**src/rtl/fetch_pkg.sv**
```systemverilog
// fetch_pkg: shared widths, FSM states and buffer entry layout
// for the instruction fetch unit and its instruction buffer.
package fetch_pkg;
  localparam int ADDR_W = 25;
  localparam int XLEN = 32;

  typedef enum logic [1:0] {
    IDLE,
    WAIT,
    DROP
  } fetch_state_t;

  typedef struct packed {
    logic [ADDR_W-1:0] pc;
    logic [XLEN-1:0]   instr;
  } fetch_entry_t;
endpackage

```
**src/rtl/instr_fetch_unit_if.sv**
```systemverilog
// instr_fetch_unit_if: instruction port between fetch (master) and
// memory controller (slave): enable/addr out, valid/result back.
interface instr_fetch_unit_if #(
  parameter int ADDR_W = 25
);
  logic                      instr_enable;
  logic [ADDR_W-1:0]         instr_addr;
  logic                      instr_valid;
  logic [fetch_pkg::XLEN-1:0] instr_result;

  modport master (
    output instr_enable, instr_addr,
    input  instr_valid, instr_result
  );

  modport slave (
    input  instr_enable, instr_addr,
    output instr_valid, instr_result
  );
endinterface

```
**src/rtl/fetch_fifo.sv**
```systemverilog
// fetch_fifo: power-of-two instruction buffer; push/pop/flush in,
// registered head, count, empty, full out. Flush beats push and pop.
module fetch_fifo
  import fetch_pkg::*;
#(
  parameter int  DEPTH = 2,
  parameter type T = fetch_entry_t,
  localparam int PW = $clog2(DEPTH),
  localparam int CW = PW + 1
) (
  input  logic          clk,
  input  logic          rst,
  input  logic          push,
  input  logic          pop,
  input  logic          flush,
  input  T              din,
  output T              head,
  output logic [CW-1:0] count,
  output logic          empty,
  output logic          full
);
  T mem [DEPTH];
  logic [PW-1:0] rd_ptr;
  logic [PW-1:0] wr_ptr;

  assign head  = mem[rd_ptr];
  assign empty = count == '0;
  assign full  = count == CW'(DEPTH);

  always_ff @(posedge clk) begin
    if (rst) begin
      rd_ptr <= '0;
      wr_ptr <= '0;
      count  <= '0;
      for (int i = 0; i < DEPTH; i++)
        mem[i] <= '0;
    end else if (flush) begin
      rd_ptr <= '0;
      wr_ptr <= '0;
      count  <= '0;
    end else begin
      if (push) begin
        mem[wr_ptr] <= din;
        wr_ptr      <= wr_ptr + 1'b1;
      end
      if (pop)
        rd_ptr <= rd_ptr + 1'b1;
      count <= count + CW'(push) - CW'(pop);
    end
  end
endmodule

```
**src/rtl/instr_fetch_unit.sv**
```systemverilog
// instr_fetch_unit: issues one fetch at a time into a reserved buffer
// slot, hands {pc,instr} to decode, squashes old stream on redirect.
module instr_fetch_unit #(
  parameter int              ADDR_W     = 25,
  parameter logic [ADDR_W-1:0] RESET_PC = '0,
  parameter int              FIFO_DEPTH = 2
) (
  input  logic                       clk,
  input  logic                       rst,
  instr_fetch_unit_if.master         bus,
  input  logic                       redirect,
  input  logic [ADDR_W-1:0]          redirect_pc,
  output logic                       out_valid,
  output logic [fetch_pkg::XLEN-1:0] out_instr,
  output logic [ADDR_W-1:0]          out_pc,
  input  logic                       out_ready
);
  import fetch_pkg::*;

  localparam int CW = $clog2(FIFO_DEPTH) + 1;

  typedef struct packed {
    logic [ADDR_W-1:0] pc;
    logic [XLEN-1:0]   instr;
  } entry_t;

  fetch_state_t      state;
  logic [ADDR_W-1:0] fetch_pc;
  logic [ADDR_W-1:0] pc_inc;
  logic [ADDR_W-1:0] redir_pc;
  logic [CW-1:0]     count;
  logic [CW-1:0]     count_nxt;
  logic              fifo_empty;
  logic              fifo_full;
  logic              push;
  logic              pop;
  entry_t            din;
  entry_t            head;

  assign pc_inc    = fetch_pc + ADDR_W'(4);
  assign redir_pc  = {redirect_pc[ADDR_W-1:2], 2'b00};
  assign pop       = out_valid && out_ready && !redirect;
  assign push      = state == WAIT && bus.instr_valid && !redirect;
  assign count_nxt = count + CW'(push) - CW'(pop);
  assign din       = '{pc: fetch_pc, instr: bus.instr_result};

  assign out_valid = !fifo_empty;
  assign out_pc    = head.pc;
  assign out_instr = head.instr;

  fetch_fifo #(
    .DEPTH (FIFO_DEPTH),
    .T     (entry_t)
  ) u_fifo (
    .clk   (clk),
    .rst   (rst),
    .push  (push),
    .pop   (pop),
    .flush (redirect),
    .din   (din),
    .head  (head),
    .count (count),
    .empty (fifo_empty),
    .full  (fifo_full)
  );

  // In WAIT, fetch_pc equals the outstanding instr_addr.
  always_ff @(posedge clk) begin
    if (rst) begin
      state            <= IDLE;
      fetch_pc         <= RESET_PC;
      bus.instr_enable <= 1'b0;
      bus.instr_addr   <= RESET_PC;
    end else if (redirect) begin
      fetch_pc <= redir_pc;
      unique case (state)
        WAIT, DROP: begin
          if (bus.instr_valid) begin
            state            <= IDLE;
            bus.instr_enable <= 1'b0;
          end else begin
            state <= DROP;
          end
        end
        default: state <= IDLE;
      endcase
    end else begin
      unique case (state)
        IDLE: begin
          if (!fifo_full) begin
            state            <= WAIT;
            bus.instr_enable <= 1'b1;
            bus.instr_addr   <= fetch_pc;
          end
        end
        WAIT: begin
          if (bus.instr_valid) begin
            fetch_pc <= pc_inc;
            if (count_nxt < CW'(FIFO_DEPTH)) begin
              bus.instr_addr <= pc_inc;
            end else begin
              state            <= IDLE;
              bus.instr_enable <= 1'b0;
            end
          end
        end
        DROP: begin
          if (bus.instr_valid) begin
            state            <= IDLE;
            bus.instr_enable <= 1'b0;
          end
        end
        default: state <= IDLE;
      endcase
    end
  end
endmodule

```
**src/flat_wrapper.sv**
```systemverilog
// flat-port wrapper written by rule: the top's interface ports become plain ports
module instr_fetch_unit_flat import fetch_pkg::*;
#(
  parameter int              ADDR_W     = 25,
  parameter logic [ADDR_W-1:0] RESET_PC = '0,
  parameter int              FIFO_DEPTH = 2
)
  (clk, rst, redirect, redirect_pc, out_valid, out_instr, out_pc, out_ready, bus_instr_enable, bus_instr_addr, bus_instr_valid, bus_instr_result);
  instr_fetch_unit_if #(.ADDR_W(ADDR_W)) bus_i ();
  input  logic clk;
  input  logic rst;
  input  logic redirect;
  input  logic [ADDR_W-1:0] redirect_pc;
  output logic out_valid;
  output logic [fetch_pkg::XLEN-1:0] out_instr;
  output logic [ADDR_W-1:0] out_pc;
  input  logic out_ready;
  output wire logic [$bits(bus_i.instr_enable)-1:0] bus_instr_enable;
  output wire logic [$bits(bus_i.instr_addr)-1:0] bus_instr_addr;
  input wire logic [$bits(bus_i.instr_valid)-1:0] bus_instr_valid;
  input wire logic [$bits(bus_i.instr_result)-1:0] bus_instr_result;
  assign bus_instr_enable = bus_i.instr_enable;
  assign bus_instr_addr = bus_i.instr_addr;
  assign bus_i.instr_valid = bus_instr_valid;
  assign bus_i.instr_result = bus_instr_result;
  instr_fetch_unit #(.ADDR_W(ADDR_W), .RESET_PC(RESET_PC), .FIFO_DEPTH(FIFO_DEPTH)) u_core (.clk(clk), .rst(rst), .bus(bus_i), .redirect(redirect), .redirect_pc(redirect_pc), .out_valid(out_valid), .out_instr(out_instr), .out_pc(out_pc), .out_ready(out_ready));
endmodule
```
**config.mk**
```make
export PLATFORM = sky130hd
export DESIGN_NAME = instr_fetch_unit_flat
export DESIGN_NICKNAME = d
export VERILOG_FILES = /design/src/rtl/fetch_pkg.sv /design/src/rtl/instr_fetch_unit_if.sv /design/src/rtl/fetch_fifo.sv /design/src/rtl/instr_fetch_unit.sv /design/src/flat_wrapper.sv
export SDC_FILE = /design/constraint.sdc
export NUM_CORES = 1
export LEC_CHECK = 0
export CORE_MARGIN = 2
export CORE_UTILIZATION = 30
export CTS_BUF_LIST = sky130_fd_sc_hd__clkbuf_4
export DETAILED_ROUTE_END_ITERATION = 12
export DONT_BUFFER_PORTS = 1
export MAX_ROUTING_LAYER = met4
export PLACE_DENSITY = 0.54
export SYNTH_ARGS = -nofsm -noshare
export SYNTH_HDL_FRONTEND = slang
export SYNTH_SLANG_ARGS = --single-unit
```
**constraint.sdc**
```tcl
create_clock -name clk -period 3.1 [get_ports clk]
set_input_delay 0.62 -clock clk [delete_from_list [all_inputs] [get_ports clk]]
set_output_delay 0.62 -clock clk [all_outputs]
set_load 0.05 [all_outputs]
```
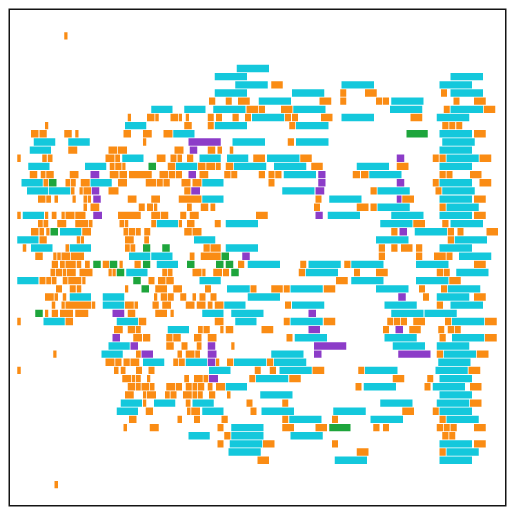
*Placement by cell class, run 1*
(3 px per um)
all other logic: shown in orange, cells 439. other buffers and delay cells: shown in green, cells 19. clock drivers and dummy loads: shown in purple, cells 32. flops: shown in cyan, cells 164.

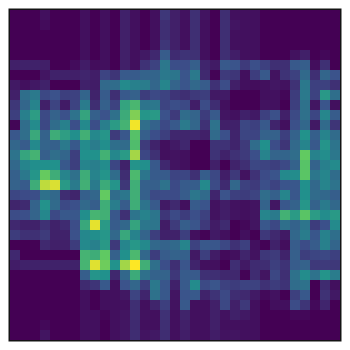
*Wiring heat map, run 1*
(2 px per um) The die is cut into 33 by 33 equal tiles; dark purple is low, yellow is high, scaled to the fullest tile. Values are wire area over tile area, all layers added.
19% of the tiles are nearly empty. The fullest tile reaches 0.59. 7.3% of the tiles are over half the peak.

==> metrics.yaml, run 1 <==
inverters_excl_clock: 11
postSynthCellCount: 662
yosys_warnings: 0
final_min_period_over_clock_period: 0.919
layout_top_cell: "sky130_fd_sc_hd__edfxtp_1"
rsz0062_at_grt: "no"
insertedDiodeCount: 0
num-nonclk-buffers: 19
yosys.area_share.adder: 0.00965
ys_sh_aoi: 0.0859
drt-vias-per-instance: 5.09
grtUsageMet2: 0.234
power.combinational.fraction: 0.096
slew_headroom: 0.535
cts.root.buffer_cell: "sky130_fd_sc_hd__clkbuf_4"
setup_viol: 0
num_vias: 5007
placeableCoreArea_um2: 25300
ant_nets: 0
dominant_power_group: "registers"
hpwl_um: 13100
synth_stat.cells: 662
cp_slowest_stage_delay_ns: 0.44
reg_area_um2: 4390
hold_violations: 0
ys_ff: 164
io_buffer_count: 0
synthMuxAreaShare: 0.0822
pwr_density_cell_nw_per_um2: 535
clock_buffers: 18
detail_route.first_pass.iterations: 4
fillCellCount: 2521
post_cts_hold_buffers: 0
cts_resized: 0
min_period_ns: 2.85
p_clk_mw: 1.42
vias_in_the_first_global_route: 4909
timing.critical_path.from_type: "flop"
synthArstFlopShare: 0
fp-utilization: 0.307
drive_gt1_frac: 0.187
timing.hold.worst.class: "primary input to flop"
comb_area_frac: 0.366
post_synth.cell_area_avg_um2: 11.8
critical_path.reg2reg.startpoint: "u_core.u_fifo.count[1]$_SDFF_PP0_"
detailedRoute.firstIterationViolations: 409
crit_slowest_cell: "sky130_fd_sc_hd__o2bb2ai_1"
critPathCaptureType: "flop"
worstSetupPathType: "flop to flop"
sw_frac_of_total: 0.298
critical_path.startpoint: "u_core.u_fifo.count[1]$_SDFF_PP0_"
die_area_um2: 27200
clk_share: 0.0385
cts_post_setup_buffers_inserted: 0
hold_slack_ns: 0.117
flow.area_growth_from_synthesis_pct: 8.09
fin_skew_ns: 0.0204
clk_pin_slew_worst_paths_ns: 0.15
worstPathArrival_ns: 3.29
grt_remaining_overflow: 0
number_of_remaining_drc_errors: 0
groute.usage.overall: 0.146
met1_usage: 0.172
dominant_kind_of_cell: "sequential cells"
grt_pass1_wl_um: 28700
chipHeight_um: 165
maxCapViolCount: 0
routed_wirelength_um: 19500
edf_count: 110
cts_sinks: 164
grt-busiest-layer: "met2"
setup_tns_ns: 0
multi_input_comb_cells: 428
largest_reg_flops: 110
worstPathRequired_ns: 3.54
seq_power_mw: 2.64
leakage_nw: 2.90
grt_antenna_before_repair: 0
crit_path_frequent_cell: "sky130_fd_sc_hd__ha_1"
timing.critical_path.buf_inv: 2
cellInternalPower_mw: 3.16
max_freq_ghz: 0.351
numSequentialCells: 164
std_cell_rows: 58
floorplan.tapcells: 330
status: "completed"
cts_tree: "done"
synth.distinct_cells: 48
clock.latency.late_pin_ns: 0.56
number_of_buffers_created_by_cts: 17
ys_top_logic_family: "simple AND/OR/NAND/NOR gates"
p_seq_frac: 0.588
ios: 146
grt_max_degree: 56
seq_total_area_yosys: 0.564
log.warning_count: 30
cts_htree_levels: 4
critPathTopFamily: "AND-OR/OR-AND gates"
area.share.sequential: 0.522
mappedNetlistArea_um2: 7780
ir_drop_v: 0.000292
gp_routability_congestion: 0.800
met3_usage: 0.0517
synthFlopType: "sky130_fd_sc_hd__edfxtp_1"
drt-wirelength-per-cell_um: 19.8
power_combinational_mw: 0.431
floorplan.die.width_um: 165
cts-root-to-sink-buffers: 2
final-comb-area_um2: 3080
pwr-share-clk: 0.316
xor_share: 0.0335
tightest_slew_ns: 0.695
area_share_nonclk_buffers: 0.0199
layout.nets: 709
yosys_area_um2: 7780
layout_top_registers: "u_core.u_fifo.mem: 110 flops, u_core.bus.instr_addr: 23 flops, u_core.fetch_pc: 23 flops"
yosys.area_share.simple: 0.181
min_from: "rst"
report.final.slew_viol_count: 0
path_cells: "or2_2 -> nand2_1 -> nor2_1 -> ha_1 -> inv_1 -> ha_1 -> xor3_1 -> o2bb2ai_1 -> buf_4 -> a21oi_1 -> a311oi_1"
largest-register: "u_core.u_fifo.mem"
psw_mw: 1.34
path_max_fanout: 8
most_frequent_logic_cells_in_the_routed_design: "sky130_fd_sc_hd__edfxtp_1, sky130_fd_sc_hd__and2_1, sky130_fd_sc_hd__mux2_2, sky130_fd_sc_hd__dfxtp_1, sky130_fd_sc_hd__nor2_1"
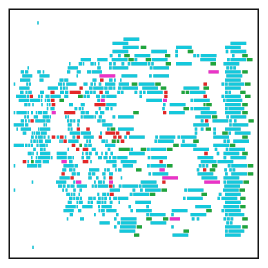
*Sizing map, run 1*
(1.5 px per um)
drive 1 or less: shown in cyan, cells 532. drive 3 to 4: shown in red, cells 44. drive 2: shown in green, cells 66. drive 6 and up: shown in magenta, cells 12.

==> run 1: worst paths after layout <==
| kind | end | slack (ns) | depth (start not counted) |
|---|---|---|---|
| max | u_core.bus.instr_addr[24]$_SDFFE_PP0P_ | 0.25 | 11 |
| min | u_core.state[1]$_SDFFE_PP0P_ | 0.12 | 1 |
| max reg2reg | u_core.bus.instr_addr[24]$_SDFFE_PP0P_ | 0.25 | 11 |
| min reg2reg | u_core.state[1]$_SDFFE_PP0P_ | 0.51 | 2 |
==> run 1: stage by stage <==
step	setup slack [ns]	util	total power, mW	area [um^2]	std cells
detailed placement	0.360	0.319	3.13	8080	952
global placement	0.457	0.319	3.12	8080	952
floorplan	0.0181	-	3.03	7790	665
finish	0.253	0.332	4.50	8410	984
global route	0.0643	0.332	4.68	8410	984
CTS	0.293	0.332	4.55	8410	984
==> run 1: cell usage after synthesis (16+ instances only) <==
library cell | count | area [um^2]
sky130_fd_sc_hd__a311oi_1 | 16 | 140
sky130_fd_sc_hd__edfxtp_1 | 110 | 3300
sky130_fd_sc_hd__nand2_1 | 17 | 63.8
sky130_fd_sc_hd__a21oi_1 | 27 | 135
sky130_fd_sc_hd__xor2_1 | 16 | 140
sky130_fd_sc_hd__nor2_1 | 31 | 116
sky130_fd_sc_hd__dfxtp_1 | 54 | 1080
sky130_fd_sc_hd__and2_1 | 109 | 682
sky130_fd_sc_hd__clkbuf_1 | 41 | 154
sky130_fd_sc_hd__a211oi_1 | 25 | 188
sky130_fd_sc_hd__mux2_2 | 55 | 619
==> run 1: metal layers <==
layer / routed length, um / share of wire
met5: 0 / 0
met4: 226 / 0.012
met2: 9110 / 0.47
met3: 1890 / 0.097
met1: 8220 / 0.42
### Met3 routing, run 1

(2 px per um)
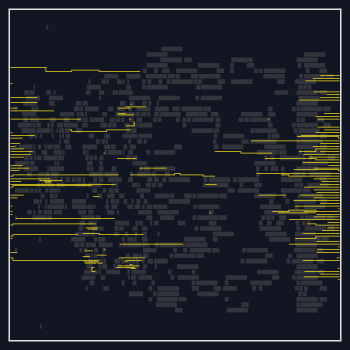

==> run 1 -> run 2 <==
--- a/config.mk
+++ b/config.mk
@@ -5,7 +5,7 @@
 export SDC_FILE = /design/constraint.sdc
 export NUM_CORES = 1
 export LEC_CHECK = 0
-export CORE_MARGIN = 2
+export CORE_MARGIN = 1.5
 export CORE_UTILIZATION = 30
 export CTS_BUF_LIST = sky130_fd_sc_hd__clkbuf_4
 export DETAILED_ROUTE_END_ITERATION = 12
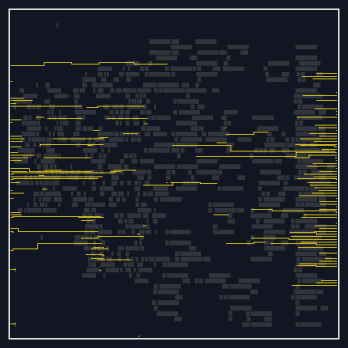
*Met3 routing, run 2*
(2 px per um)
The wires run mostly horizontal. The longest straight run is 52.2 um. 114 nets have wire on it. The layer holds 10% of the routed length. The layer carries 1900 um of wire.

==> metrics.yaml, run 2 <==
largest_reg_flops: 110  # unchanged
synthFlopType: "sky130_fd_sc_hd__edfxtp_1"  # unchanged
ant_nets: 0  # unchanged
seq_power_mw: 2.64  # about the same
ys_sh_aoi: 0.0859  # unchanged
pwr-share-clk: 0.306  # was 0.316
dominant_power_group: "registers"  # unchanged
mappedNetlistArea_um2: 7780  # unchanged
yosys.area_share.simple: 0.181  # unchanged
num_vias: 4944  # was 5007
io_buffer_count: 0  # unchanged
psw_mw: 1.35  # was 1.34 mW
ios: 146  # unchanged
setup_viol: 0  # unchanged
p_clk_mw: 1.36  # was 1.42 mW
grt_max_degree: 56  # unchanged
number_of_buffers_created_by_cts: 17  # unchanged
timing.hold.worst.class: "primary input to flop"  # unchanged
die_area_um2: 26900  # was 27200 um^2
path_cells: "or2_2 -> nand2_1 -> nor2_1 -> ha_1 -> inv_1 -> ha_1 -> xor3_1 -> o2bb2ai_1 -> buf_4 -> and2_1 -> buf_4 -> a311oi_1"  # was or2_2 -> nand2_1 -> nor2_1 -> ha_1 -> inv_1 -> ha_1 -> xor3_1 -> o2bb2ai_1 -> buf_4 -> a21oi_1 -> a311oi_1
xor_share: 0.0335  # unchanged
timing.critical_path.from_type: "flop"  # unchanged
floorplan.die.width_um: 164  # was 165 um
grt_pass1_wl_um: 28500  # was 28700 um
cellInternalPower_mw: 3.08  # was 3.16 mW
fin_skew_ns: 0.0243  # was 0.0204 ns
synth_top_cell_by_area: "sky130_fd_sc_hd__edfxtp_1"  # unchanged
max_freq_ghz: 0.366  # was 0.351 GHz
post_synth.cell_area_avg_um2: 11.8  # unchanged
cts_post_setup_buffers_inserted: 0  # unchanged
yosys_warnings: 0  # unchanged
cts_sinks: 164  # unchanged
timing.critical_path.buf_inv: 3  # was 2
layout_top_registers: "u_core.u_fifo.mem: 110 flops, u_core.bus.instr_addr: 23 flops, u_core.fetch_pc: 23 flops"  # unchanged
most_frequent_logic_cells_in_the_routed_design: "sky130_fd_sc_hd__edfxtp_1, sky130_fd_sc_hd__and2_1, sky130_fd_sc_hd__mux2_2, sky130_fd_sc_hd__dfxtp_1, sky130_fd_sc_hd__nor2_1"  # unchanged
hold_violations: 0  # unchanged
regToRegSetupSlack_ns: 0.37  # was 0.25 ns
grtUsageMet2: 0.228  # was 0.234
setup_tns_ns: 0  # unchanged
hold_slack_ns: 0.0958  # was 0.117 ns
synth.distinct_cells: 48  # unchanged
drive_gt1_frac: 0.185  # was 0.187
rr_endpoint: "u_core.bus.instr_addr[20]$_SDFFE_PP0P_"  # was u_core.bus.instr_addr[24]$_SDFFE_PP0P_
ys_ff: 164  # unchanged
detailedRoute.firstIterationViolations: 335  # was 409
path_max_fanout: 10  # was 8
critPathCaptureType: "flop"  # unchanged
final_min_period_over_clock_period: 0.881  # was 0.919
top_area_frac: 0.425  # unchanged
area_leaders: "sky130_fd_sc_hd__edfxtp_1, sky130_fd_sc_hd__dfxtp_1, sky130_fd_sc_hd__and2_1"  # unchanged
cts_htree_levels: 4  # unchanged
drt-wirelength-per-cell_um: 19.4  # was 19.8 um
vias_in_the_first_global_route: 4852  # was 4909
cts_resized: 0  # unchanged
worst_r2r_path_depth: 12  # was 11
critPathTopFamily: "simple AND/OR/NAND/NOR gates"  # was AND-OR/OR-AND gates
detail_route.first_pass.iterations: 4  # unchanged
status: "completed"  # unchanged
layout.nets: 708  # was 709
min_period_ns: 2.73  # was 2.85 ns
gp_routability_congestion: 0.813  # was 0.800
met3_usage: 0.0563  # was 0.0517
yosysMostFrequentCell: "sky130_fd_sc_hd__edfxtp_1"  # unchanged
critical_path.reg2reg.startpoint: "u_core.u_fifo.count[1]$_SDFF_PP0_"  # unchanged
worstPathArrival_ns: 3.16  # was 3.29 ns
tightest_slew_ns: 0.839  # was 0.695 ns
min_from: "rst"  # unchanged
hpwl_um: 12800  # was 13100 um
cts.root.buffer_cell: "sky130_fd_sc_hd__clkbuf_4"  # unchanged
met1_usage: 0.174  # was 0.172
critical_path.startpoint: "u_core.u_fifo.count[1]$_SDFF_PP0_"  # unchanged
synth_stat.cells: 662  # unchanged
crit_slowest_cell: "sky130_fd_sc_hd__dfxtp_1"  # was sky130_fd_sc_hd__o2bb2ai_1
pwr_density_cell_nw_per_um2: 528  # was 535 nW/um^2
worstPathRequired_ns: 3.53  # was 3.54 ns
power_combinational_mw: 0.427  # was 0.431 mW
slew_headroom: 0.438  # was 0.535
fp-utilization: 0.307  # unchanged
maxCapViolCount: 0  # unchanged
ys_top_logic_family: "simple AND/OR/NAND/NOR gates"  # unchanged
synthArstFlopShare: 0  # unchanged
groute.usage.overall: 0.146  # about the same
rsz0062_at_grt: "no"  # unchanged
clk_pin_slew_worst_paths_ns: 0.15  # about the same
cp_slowest_stage_delay_ns: 0.37  # was 0.44 ns
yosys.area_share.adder: 0.00965  # unchanged
yosys_area_um2: 7780  # unchanged
largest-register: "u_core.u_fifo.mem"  # unchanged
number_of_remaining_drc_errors: 0  # unchanged
leakage_nw: 2.89  # was 2.90 nW
placeableCoreArea_um2: 25300  # unchanged
cts_tree: "done"  # unchanged
log.warning_count: 30  # unchanged
routed_wirelength_um: 19100  # was 19500 um
flow.area_growth_from_synthesis_pct: 7.90  # was 8.09%
drt-vias-per-instance: 5.02  # was 5.09
std_cell_rows: 58  # unchanged
grt-busiest-layer: "met2"  # unchanged
seq_total_area_yosys: 0.564  # unchanged
chipHeight_um: 164  # was 165 um
worst_hold_path_depth: 1  # unchanged
power.combinational.fraction: 0.097  # was 0.096
ir_drop_v: 0.000201  # was 0.000292 V
grt_antenna_before_repair: 1  # was 0
layout_top_cell: "sky130_fd_sc_hd__edfxtp_1"  # unchanged
min_delay_worst_endpoint: "u_core.state[1]$_SDFFE_PP0P_"  # unchanged
report.final.slew_viol_count: 0  # unchanged
cts-root-to-sink-buffers: 2  # unchanged
p_seq_frac: 0.597  # was 0.588
worstSetupPathType: "flop to flop"  # unchanged
ys_top_cells_by_count: "sky130_fd_sc_hd__edfxtp_1, sky130_fd_sc_hd__and2_1, sky130_fd_sc_hd__mux2_2"  # unchanged
clock.latency.late_pin_ns: 0.57  # was 0.56 ns
grt_remaining_overflow: 0  # unchanged
synthMuxAreaShare: 0.0822  # unchanged
postSynthCellCount: 662  # unchanged
sw_frac_of_total: 0.305  # was 0.298
edf_count: 110  # unchanged
post_cts_hold_buffers: 0  # unchanged
run 2: cell counts after synthesis:
No cell type changed its count.
run 2: cell type report:
type	instances	area, um^2
Clock buffer	18	135
Inverter	11	41.3
Multi-Input combinational cell	428	3080
Fill cell	2504	16900
Sequential cell	164	4390
Timing Repair Buffer	18	173
Tap cell	330	413
Clock inverter	14	166
Antenna cell	1	2.50
run 2: how the worst max path moves through the flow:
stage,endpoint,slack [ns],cells past startpoint
3_5_place_dp,u_core.bus.instr_addr[9]$_SDFFE_PP0P_,0.39,12
5_1_grt,u_core.bus.instr_addr[18]$_SDFFE_PP0P_,0.18,13
6_report,u_core.bus.instr_addr[20]$_SDFFE_PP0P_,0.37,12
2_1_floorplan,u_core.bus.instr_addr[10]$_SDFFE_PP0P_,0.02,13
4_1_cts,out_instr[0],0.35,2
3_3_place_gp,u_core.bus.instr_addr[9]$_SDFFE_PP0P_,0.39,11
run 2: metal layers:
metal | routed length (um) | part of all wire
met1 | 7950 | 0.42
met2 | 8880 | 0.47
met5 | 0 | 0
met4 | 334 | 0.018
met3 | 1900 | 0.099
run 2: stage by stage:
stage | setup slack (ns) | area [um^2] | power (mW) | instances | util
finish | 0.370 | 8390 | 4.43 | 984 | 0.331
detailed placement | 0.390 | 8090 | 3.13 | 951 | 0.319
floorplan | 0.0181 | 7790 | 3.03 | 665 | -
CTS | 0.346 | 8390 | 4.48 | 983 | 0.331
global route | 0.179 | 8390 | 4.61 | 984 | 0.331
global placement | 0.393 | 8090 | 3.11 | 951 | 0.319
==> run 2 -> run 3 <==
--- a/config.mk
+++ b/config.mk
@@ -12,6 +12,7 @@
 export DONT_BUFFER_PORTS = 1
 export MAX_ROUTING_LAYER = met4
 export PLACE_DENSITY = 0.54
+export SLEW_MARGIN = 25
 export SYNTH_ARGS = -nofsm -noshare
 export SYNTH_HDL_FRONTEND = slang
 export SYNTH_SLANG_ARGS = --single-unit
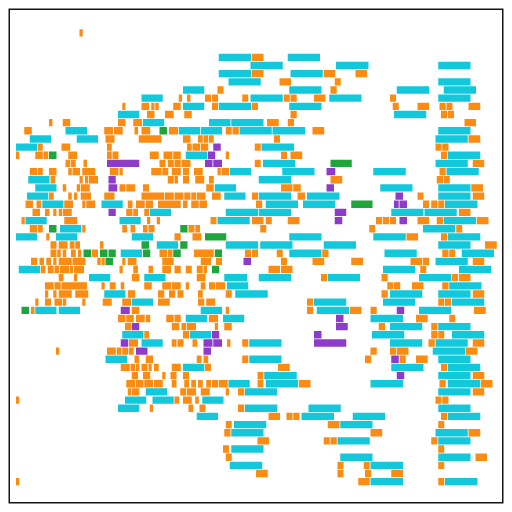
*Placement by cell class, run 3*
(3 px per um)
clock drivers and dummy loads: shown in purple, cells 32. other buffers and delay cells: shown in green, cells 18. all other logic: shown in orange, cells 439. flops: shown in cyan, cells 164.

==> metrics.yaml, run 3 <==
ys_ff: 164  # unchanged
maxCapViolCount: 0  # unchanged
setup_tns_ns: 0  # unchanged
critical_path.startpoint: "u_core.u_fifo.count[1]$_SDFF_PP0_"  # unchanged
placeableCoreArea_um2: 25300  # unchanged
std_cell_rows: 58  # unchanged
cp_slowest_stage_delay_ns: 0.37  # about the same
yosys_area_um2: 7780  # unchanged
drive_gt1_frac: 0.185  # unchanged
layout_top_registers: "u_core.u_fifo.mem: 110 flops, u_core.bus.instr_addr: 23 flops, u_core.fetch_pc: 23 flops"  # unchanged
max_freq_ghz: 0.366  # unchanged
yosys.area_share.adder: 0.00965  # unchanged
cts.root.buffer_cell: "sky130_fd_sc_hd__clkbuf_4"  # unchanged
flow.area_growth_from_synthesis_pct: 7.90  # unchanged
cts_tree: "done"  # unchanged
hpwl_um: 12800  # unchanged
top_area_frac: 0.425  # unchanged
power.total_mw: 4.43  # unchanged
setup_viol: 0  # unchanged
die_area_um2: 26900  # unchanged
status: "completed"  # unchanged
pwr_density_cell_nw_per_um2: 528  # unchanged
hold_slack_ns: 0.0958  # unchanged
ios: 146  # unchanged
xor_share: 0.0335  # unchanged
synth_top_cell_by_area: "sky130_fd_sc_hd__edfxtp_1"  # unchanged
grt_max_degree: 56  # unchanged
clock.latency.late_pin_ns: 0.57  # about the same
largest-register: "u_core.u_fifo.mem"  # unchanged
ant_nets: 0  # unchanged
yosysMostFrequentCell: "sky130_fd_sc_hd__edfxtp_1"  # unchanged
yosys_warnings: 0  # unchanged
placed_cell_area_um2: 8090  # unchanged
largest_reg_flops: 110  # unchanged
postSynthCellCount: 662  # unchanged
layout.nets: 708  # unchanged
floorplan.die.width_um: 164  # unchanged
critPathCaptureType: "flop"  # unchanged
cts_htree_levels: 4  # unchanged
path_max_fanout: 10  # unchanged
yosys.area_share.simple: 0.181  # unchanged
cts_post_setup_buffers_inserted: 0  # unchanged
worstPathRequired_ns: 3.53  # about the same
regToRegSetupSlack_ns: 0.37  # about the same
seq_total_area_yosys: 0.564  # unchanged
path_cells: "or2_2 -> nand2_1 -> nor2_1 -> ha_1 -> inv_1 -> ha_1 -> xor3_1 -> o2bb2ai_1 -> buf_4 -> and2_1 -> buf_4 -> a311oi_1"  # unchanged
worstSetupPathType: "flop to flop"  # unchanged
worstPathArrival_ns: 3.16  # about the same
leakage_nw: 2.89  # unchanged
fp-utilization: 0.307  # unchanged
worst_r2r_path_depth: 12  # unchanged
cts_resized: 0  # unchanged
number_of_buffers_created_by_cts: 17  # unchanged
number_of_remaining_drc_errors: 0  # unchanged
area_leaders: "sky130_fd_sc_hd__edfxtp_1, sky130_fd_sc_hd__dfxtp_1, sky130_fd_sc_hd__and2_1"  # unchanged
groute.usage.overall: 0.146  # unchanged
vias_in_the_first_global_route: 4852  # unchanged
final_min_period_over_clock_period: 0.881  # unchanged
critical_path.reg2reg.startpoint: "u_core.u_fifo.count[1]$_SDFF_PP0_"  # unchanged
clk_pin_slew_worst_paths_ns: 0.15  # about the same
synth_stat.cells: 662  # unchanged
num_vias: 4944  # unchanged
synthFlopType: "sky130_fd_sc_hd__edfxtp_1"  # unchanged
fin_skew_ns: 0.0243  # unchanged
grt_remaining_overflow: 0  # unchanged
ys_top_logic_family: "simple AND/OR/NAND/NOR gates"  # unchanged
cts_sinks: 164  # unchanged
gp_routability_congestion: 0.813  # unchanged
dp_cells: 951  # unchanged
report.final.slew_viol_count: 0  # unchanged
minimum_setup_slack_after_placement_ns: 0.390  # unchanged
final_area_um2: 8390  # unchanged
drt-vias-per-instance: 5.02  # unchanged
ys_top_cells_by_count: "sky130_fd_sc_hd__edfxtp_1, sky130_fd_sc_hd__and2_1, sky130_fd_sc_hd__mux2_2"  # unchanged
edf_count: 110  # unchanged
final_cells: 984  # unchanged
crit_slowest_cell: "sky130_fd_sc_hd__dfxtp_1"  # unchanged
synth.distinct_cells: 48  # unchanged
chipHeight_um: 164  # unchanged
grt_pass1_wl_um: 28500  # unchanged
timing.critical_path.from_type: "flop"  # unchanged
tightest_slew_ns: 0.839  # unchanged
post_cts_hold_buffers: 0  # unchanged
routed_wirelength_um: 19100  # unchanged
rr_endpoint: "u_core.bus.instr_addr[20]$_SDFFE_PP0P_"  # unchanged
mappedNetlistArea_um2: 7780  # unchanged
cts-root-to-sink-buffers: 2  # unchanged
ys_sh_aoi: 0.0859  # unchanged
hold_violations: 0  # unchanged
log.warning_count: 30  # unchanged
slew_headroom: 0.438  # unchanged
drt-wirelength-per-cell_um: 19.4  # unchanged
post_synth.cell_area_avg_um2: 11.8  # unchanged
timing.hold.worst.class: "primary input to flop"  # unchanged
most_frequent_logic_cells_in_the_routed_design: "sky130_fd_sc_hd__edfxtp_1, sky130_fd_sc_hd__and2_1, sky130_fd_sc_hd__mux2_2, sky130_fd_sc_hd__dfxtp_1, sky130_fd_sc_hd__nor2_1"  # unchanged
detail_route.first_pass.iterations: 4  # unchanged
io_buffer_count: 0  # unchanged
post-route-util: 0.331  # unchanged
ir_drop_v: 0.000201  # unchanged
grt_antenna_before_repair: 1  # unchanged
postLayoutSetupSlackWorst_ns: 0.370  # unchanged
detailedRoute.firstIterationViolations: 335  # unchanged
layout_top_cell: "sky130_fd_sc_hd__edfxtp_1"  # unchanged
synthArstFlopShare: 0  # unchanged
rsz0062_at_grt: "no"  # unchanged
min_period_ns: 2.73  # unchanged
critPathCapture: "u_core.bus.instr_addr[20]$_SDFFE_PP0P_"  # unchanged
synthMuxAreaShare: 0.0822  # unchanged
## run 3: cell counts after synthesis
No cell type changed its count.
## run 3: worst max-delay path: cells and delay by family, from the launching register on
kind	cells	cell delay, ns
AND/OR/NAND/NOR	4	0.66
XOR/XNOR	1	0.27
flip-flops	1	0.37
adder cells (fa/ha/maj)	2	0.42
buffers and inverters	3	0.47
AND-OR/OR-AND	2	0.40
## run 3: layout make-up
type,count,area (um^2)
Tap cell,330,413
Clock buffer,18,135
Fill cell,2504,16900
Clock inverter,14,166
Timing Repair Buffer,18,173
Antenna cell,1,2.50
Sequential cell,164,4390
Multi-Input combinational cell,428,3080
Inverter,11,41.3
## run 3: power by group
group	switching, mW	leakage [nW]	internal, mW	total (mW)
sequential	0.209	1.58	2.44	2.64
clock	0.842	0.160	0.515	1.36
combinational	0.300	1.14	0.128	0.427
total	1.35	2.89	3.08	4.43
## run 3: worst min-delay path by stage
stage | slack, ns | endpoint | cells past startpoint | startpoint
after floorplan | 0.46 | u_core.state[1]$_SDFFE_PP0P_ | 2 | u_core.state[1]$_SDFFE_PP0P_
after global placement | 0.46 | u_core.state[1]$_SDFFE_PP0P_ | 2 | u_core.state[1]$_SDFFE_PP0P_
after detailed placement | 0.48 | u_core.state[1]$_SDFFE_PP0P_ | 2 | u_core.state[1]$_SDFFE_PP0P_
after CTS | 0.05 | u_core.fetch_pc[2]$_SDFFE_PP0P_ | 1 | rst
after global routing | 0.04 | u_core.fetch_pc[2]$_SDFFE_PP0P_ | 1 | rst
final | 0.1 | u_core.state[1]$_SDFFE_PP0P_ | 1 | rst
## run 3: routing by layer
layer  wire [um]  share of wire  vias up  GRT usage
li1            -              -     2358          -
met1        7950           0.42     2398      0.174
met2        8880           0.47      165      0.228
met3        1900          0.099       23     0.0563
met4         334          0.018        0     0.0463
met5           0              0        -          -
Power and IR drop assume default switching activity.
